File: src/rtl/l2_arb_pkg.sv
// rtl/l2_arb_pkg.sv - shared types and defaults for the L2 two-master arbiter
package l2_arb_pkg;

   typedef enum logic {
      MST_SOC = 1'b0,
      MST_DBG = 1'b1
   } mst_id_e;

   localparam logic [31:0] ERR_DATA_DEFAULT = 32'hBADA_CCE5;

   typedef struct packed {
      logic    valid;
      mst_id_e id;
      logic    err;
   } rsp_t;

endpackage

File: src/rtl/l2_rr_arb2.sv
// rtl/l2_rr_arb2.sv - 2-way round-robin grant with bounded burst hold
module l2_rr_arb2 import l2_arb_pkg::*; #(
   parameter int MAX_BURST = 4
) (
   input  logic clk_i,
   input  logic rst_i,
   input  logic soc_req_i,
   input  logic dbg_req_i,
   output logic soc_gnt_o,
   output logic dbg_gnt_o
);

   localparam int              CNT_W   = (MAX_BURST > 1) ? $clog2(MAX_BURST) : 1;
   localparam logic [CNT_W-1:0] CNT_MAX = CNT_W'(MAX_BURST - 1);

   mst_id_e          owner_q, owner_d;
   logic [CNT_W-1:0] burst_cnt_q, burst_cnt_d;
   logic             burst_live_q, burst_live_d;
   mst_id_e          winner;
   logic             any_req;

   // burst_live_q stays clear until the first grant after reset, so the reset
   // owner holds no burst and a contended first cycle goes to the other master.
   always_comb begin
      any_req = soc_req_i | dbg_req_i;
      winner  = MST_SOC;
      if (dbg_req_i && !soc_req_i) begin
         winner = MST_DBG;
      end else if (dbg_req_i && soc_req_i) begin
         if (burst_live_q && (burst_cnt_q < CNT_MAX)) begin
            winner = owner_q;
         end else begin
            winner = (owner_q == MST_DBG) ? MST_SOC : MST_DBG;
         end
      end

      owner_d      = owner_q;
      burst_cnt_d  = burst_cnt_q;
      burst_live_d = burst_live_q;
      if (!any_req) begin
         burst_cnt_d = '0;
      end else begin
         burst_live_d = 1'b1;
         if (winner == owner_q) begin
            if (burst_cnt_q != CNT_MAX) begin
               burst_cnt_d = burst_cnt_q + CNT_W'(1);
            end
         end else begin
            owner_d     = winner;
            burst_cnt_d = '0;
         end
      end

      dbg_gnt_o = any_req && !rst_i && (winner == MST_DBG);
      soc_gnt_o = any_req && !rst_i && (winner == MST_SOC);
   end

   always_ff @(posedge clk_i or posedge rst_i) begin
      if (rst_i) begin
         owner_q      <= MST_SOC;
         burst_cnt_q  <= '0;
         burst_live_q <= 1'b0;
      end else begin
         owner_q      <= owner_d;
         burst_cnt_q  <= burst_cnt_d;
         burst_live_q <= burst_live_d;
      end
   end

endmodule

File: src/rtl/l2_port_arbiter.sv
// rtl/l2_port_arbiter.sv - debug/SoC arbiter in front of the single-port L2 SRAM
module l2_port_arbiter import l2_arb_pkg::*; #(
   parameter int                    ADDR_WIDTH = 32,
   parameter int                    DATA_WIDTH = 32,
   parameter logic [31:0]           L2_BASE    = 32'h0000_0000,
   parameter logic [31:0]           L2_SIZE    = 32'h0001_0000,
   parameter int                    MAX_BURST  = 4,
   parameter logic [DATA_WIDTH-1:0] ERR_DATA   = DATA_WIDTH'(ERR_DATA_DEFAULT)
) (
   input  logic                    clk_i,
   input  logic                    rst_i,
   input  logic                    dbg_req_i,
   input  logic [ADDR_WIDTH-1:0]   dbg_addr_i,
   input  logic                    dbg_we_i,
   input  logic [DATA_WIDTH/8-1:0] dbg_be_i,
   input  logic [DATA_WIDTH-1:0]   dbg_wdata_i,
   output logic                    dbg_gnt_o,
   output logic                    dbg_rvalid_o,
   output logic [DATA_WIDTH-1:0]   dbg_rdata_o,
   output logic                    dbg_err_o,
   input  logic                    soc_req_i,
   input  logic [ADDR_WIDTH-1:0]   soc_addr_i,
   input  logic                    soc_we_i,
   input  logic [DATA_WIDTH/8-1:0] soc_be_i,
   input  logic [DATA_WIDTH-1:0]   soc_wdata_i,
   output logic                    soc_gnt_o,
   output logic                    soc_rvalid_o,
   output logic [DATA_WIDTH-1:0]   soc_rdata_o,
   output logic                    soc_err_o,
   output logic                    mem_req_o,
   output logic                    mem_we_o,
   output logic [ADDR_WIDTH-3:0]   mem_addr_o,
   output logic [DATA_WIDTH/8-1:0] mem_be_o,
   output logic [DATA_WIDTH-1:0]   mem_wdata_o,
   input  logic [DATA_WIDTH-1:0]   mem_rdata_i
);

   localparam logic [ADDR_WIDTH-1:0] BASE_A = ADDR_WIDTH'(L2_BASE);
   localparam logic [ADDR_WIDTH-1:0] SIZE_A = ADDR_WIDTH'(L2_SIZE);

   logic                    any_gnt;
   logic                    in_win;
   logic [ADDR_WIDTH-1:0]   sel_addr;
   logic [ADDR_WIDTH-1:0]   offset;
   logic                    sel_we;
   logic [DATA_WIDTH/8-1:0] sel_be;
   logic [DATA_WIDTH-1:0]   sel_wdata;
   logic [DATA_WIDTH-1:0]   rsp_rdata;
   rsp_t                    rsp_q, rsp_d;

   l2_rr_arb2 #(.MAX_BURST(MAX_BURST)) u_rr (
      .clk_i     (clk_i),
      .rst_i     (rst_i),
      .soc_req_i (soc_req_i),
      .dbg_req_i (dbg_req_i),
      .soc_gnt_o (soc_gnt_o),
      .dbg_gnt_o (dbg_gnt_o)
   );

   // An address below the base wraps to a huge offset, so one unsigned compare
   // covers both window bounds.
   always_comb begin
      any_gnt   = dbg_gnt_o | soc_gnt_o;
      sel_addr  = dbg_gnt_o ? dbg_addr_i  : soc_addr_i;
      sel_we    = dbg_gnt_o ? dbg_we_i    : soc_we_i;
      sel_be    = dbg_gnt_o ? dbg_be_i    : soc_be_i;
      sel_wdata = dbg_gnt_o ? dbg_wdata_i : soc_wdata_i;
      offset    = sel_addr - BASE_A;
      in_win    = (offset < SIZE_A);

      mem_req_o   = any_gnt && in_win;
      mem_we_o    = mem_req_o && sel_we;
      mem_addr_o  = mem_req_o ? (ADDR_WIDTH-2)'(offset >> 2) : '0;
      mem_be_o    = mem_req_o ? sel_be    : '0;
      mem_wdata_o = mem_req_o ? sel_wdata : '0;

      rsp_d       = '0;
      rsp_d.valid = any_gnt;
      rsp_d.id    = dbg_gnt_o ? MST_DBG : MST_SOC;
      rsp_d.err   = any_gnt && !in_win;
   end

   always_ff @(posedge clk_i or posedge rst_i) begin
      if (rst_i) begin
         rsp_q <= '0;
      end else begin
         rsp_q <= rsp_d;
      end
   end

   always_comb begin
      rsp_rdata    = rsp_q.err ? ERR_DATA : mem_rdata_i;
      dbg_rvalid_o = rsp_q.valid && (rsp_q.id == MST_DBG);
      soc_rvalid_o = rsp_q.valid && (rsp_q.id == MST_SOC);
      dbg_err_o    = dbg_rvalid_o && rsp_q.err;
      soc_err_o    = soc_rvalid_o && rsp_q.err;
      dbg_rdata_o  = dbg_rvalid_o ? rsp_rdata : '0;
      soc_rdata_o  = soc_rvalid_o ? rsp_rdata : '0;
   end

endmodule

File: config.mk
export PLATFORM = sky130hd
export DESIGN_NAME = l2_port_arbiter
export DESIGN_NICKNAME = d
export VERILOG_FILES = /design/src/rtl/l2_arb_pkg.sv /design/src/rtl/l2_rr_arb2.sv /design/src/rtl/l2_port_arbiter.sv
export SDC_FILE = /design/constraint.sdc
export NUM_CORES = 1
export LEC_CHECK = 0
export CAP_MARGIN = 20
export CORE_AREA = 2 2 122 124
export DETAILED_ROUTE_END_ITERATION = 16
export DIE_AREA = 0 0 124 126
export GPL_ROUTABILITY_DRIVEN = 0
export MAX_ROUTING_LAYER = met4
export PLACE_DENSITY = 0.59
export SLEW_MARGIN = 5
export SYNTH_ARGS = -nofsm -noshare
export SYNTH_HDL_FRONTEND = slang
export SYNTH_SLANG_ARGS = --single-unit
export TNS_END_PERCENT = 1
File: constraint.sdc
create_clock -name clk_i -period 8 [get_ports clk_i]
set_input_delay 2.4 -clock clk_i [delete_from_list [all_inputs] [get_ports clk_i]]
set_output_delay 2.4 -clock clk_i [all_outputs]
set_load 0.01 [all_outputs]
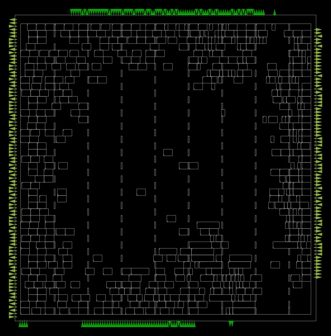
**Above:** placed standard cells.
proportion of cell area occupied by registers: 3.661%
Well-Tap Cells: 184
Cell Rows: 44
Core Footprint: 14310 µm²

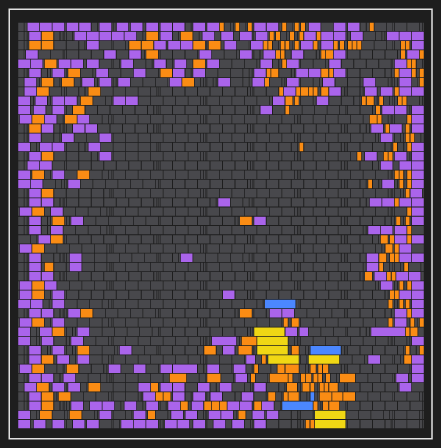
**Above:** cell classes on the final placement.
Fill, decap, tap and diode cells in grey.
- purple: remaining buffers and delay cells (cells 296; share of their area 66%)
- yellow: registers (cells 7; share of their area 3.8%)
- blue: clock drivers and dummy loads (cells 4; share of their area 1.7%)
- orange: remaining logic cells (cells 215; share of their area 29%)

==> summary.txt <==
Notes on the physical design

The post-synthesis async set-or-reset flop share is 100.0%. The part of the cycle the worst path needs is 89.79%. For this sky-water flow run, the detailed-routed wirelength per cell is reported as 14.74 µm.

The number of non-clock inverters in the layout is 4. For flop-to-flop paths, the worst setup slack is 6.27 ns. The maximum level of the CTS H-tree is 1. The non-clock buffer area fraction after layout is 62.60%.

According to the cell report, flip-flops and latches in the layout number 7. The maximum fanout along the worst path is 53. The worst-skew pair later-pin latency is 0.23 ns. The arrival time at the worst endpoint is 4.78 ns. Counting I/O delays and the setup requirement, the final critical path takes 7.183 ns. Summed over all layers, the global routing overflow is 0. The layout summary lists the proportion of cells stronger than drive strength 1 as 2.682%. Per the final report, max-transition violations number 0. After the flow finishes, the layout carries non-filler instances totaling 706. Yosys reports that the most numerous cell types are 86 x sky130_fd_sc_hd__nor2_1, 51 x sky130_fd_sc_hd__a32o_1, 17 x sky130_fd_sc_hd__buf_4. The fraction of post-synthesis cell area in the top cell type by area is 30.02%.

Counting plain and timing-repair buffers in the layout gives 296. The area added between synthesis and finish is 181.4%. The number of clock buffers added by TritonCTS is 3. The clock arrives with 0.0005982 ns of skew.

The flow ran to the end, and the final reports show no timing, DRC or antenna violations. STA classifies the critical path startpoint as an input port. The average vias per placed instance is 4.214.

The total iterations of the first detailed-routing run is 4. Sorting the Yosys area breakdown by cell type puts at the top sky130_fd_sc_hd__a32o_1. Setup repair after global routing left no endpoint under its margin. From bottom edge to top edge, the die measures 126 µm. Entering global routing, the biggest net connects 54 pins. In the layout the tool counted multi-input logic cells amounting to 211. The type of the worst setup path is in -> out. The share of the core area taken by cells at floorplan is 11.88%. Measured on the final layout, the clock distribution area share stands at 1.647%. Dividing the synthesized area by the synthesized cell count gives 6.748 µm². Note that the worst hold path type here is reg -> reg. The layout report gives the multi-input gate share of total cell area as 26.96%. The area of the die is 15620 µm². The clock buffers instantiated in the layout total 4.
==> routing by layer <==
metal	global-route usage [%]	share of wire, %	up-vias
li1	-	-	1435
met1	14.54	42	1355
met5	-	0	-
met4	1.388	0.43	0
met2	21.82	48	179
met3	2.355	9.3	6
==> power breakdown <==
group	switching [mW]	internal (mW)	leakage [nW]
sequential	0.00980	0.0422	0.0837
clock	0.0189	0.0663	0.0382
combinational	0.0730	0.128	1.61
total	0.102	0.236	1.73
==> worst paths after layout <==
path | cells past startpoint | from | endpoint
hold / removal | 1 | u_rr.burst_live_q | u_rr.burst_live_q
setup reg to reg | 6 | u_rr.burst_cnt_q[0] | rsp_q[0]
hold reg to reg | 1 | u_rr.burst_live_q | u_rr.burst_live_q
setup / recovery | 7 | soc_req_i | mem_wdata_o[20]
max in group asynchronous | 2 | rst_i | u_rr.burst_cnt_q[0]
min in group asynchronous | 2 | rst_i | rsp_q[1]
==> critical path: stages <==
cell and delay [ns]:
sky130_fd_sc_hd__clkdlybuf4s50_1 0.70, sky130_fd_sc_hd__nand2_1 0.11, sky130_fd_sc_hd__o2111ai_2 0.28, sky130_fd_sc_hd__nor2b_4 0.22, sky130_fd_sc_hd__buf_12 0.25, sky130_fd_sc_hd__a32o_1 0.23
sky130_fd_sc_hd__clkdlybuf4s50_1 0.55
==> state kept, by name, indices dropped and copies added, names as in the netlist <==
name,flops
u_rr.burst_cnt_q,2
u_rr.burst_live_q,1
rsp_q,3
u_rr.owner_q,1
==> cell usage in the layout (no fill, tap or decap), types with 2 or more instances in the layout <==
cell | Yosys | layout
sky130_fd_sc_hd__a21oi_1 | 4 | 4
sky130_fd_sc_hd__a32o_1 | 51 | 51
sky130_fd_sc_hd__and3_1 | 2 | 2
sky130_fd_sc_hd__buf_12 | 0 | 2
sky130_fd_sc_hd__buf_4 | 17 | 2
sky130_fd_sc_hd__clkbuf_16 | 0 | 3
sky130_fd_sc_hd__clkdlybuf4s50_1 | 0 | 291
sky130_fd_sc_hd__conb_1 | 1 | 16
sky130_fd_sc_hd__dfrtp_1 | 7 | 7
sky130_fd_sc_hd__inv_1 | 4 | 4
sky130_fd_sc_hd__mux2i_1 | 2 | 2
sky130_fd_sc_hd__nand2_1 | 10 | 10
sky130_fd_sc_hd__nand2b_1 | 15 | 15
sky130_fd_sc_hd__nand4_1 | 2 | 2
sky130_fd_sc_hd__nor2_1 | 86 | 86
sky130_fd_sc_hd__nor2_4 | 0 | 2
sky130_fd_sc_hd__nor4_1 | 8 | 8
==> logic make-up after synthesis <==
logic type	share of synthesized area [%]
AND/OR/NAND/NOR	35.32
buffers and inverters	17.73
other	0.2205
adder cells (fa/ha/maj)	0.7357
XOR/XNOR	1.030
flip-flops	10.30
AND-OR/OR-AND	33.48
multiplexers	1.177
==> per-stage QoR <==
stage | power (mW) | util, % | worst slack, ns
final | 0.3378 | 33.43 | 0.8171
after global routing | 0.3604 | 33.43 | 0.6793
after global placement | 0.2484 | 32.68 | 0.7854
after detailed placement | 0.2520 | 32.68 | 0.7856
after CTS | 0.3395 | 33.23 | 0.7760
after floorplan | 0.1263 | - | 2.113
Power and IR drop assume default switching activity.
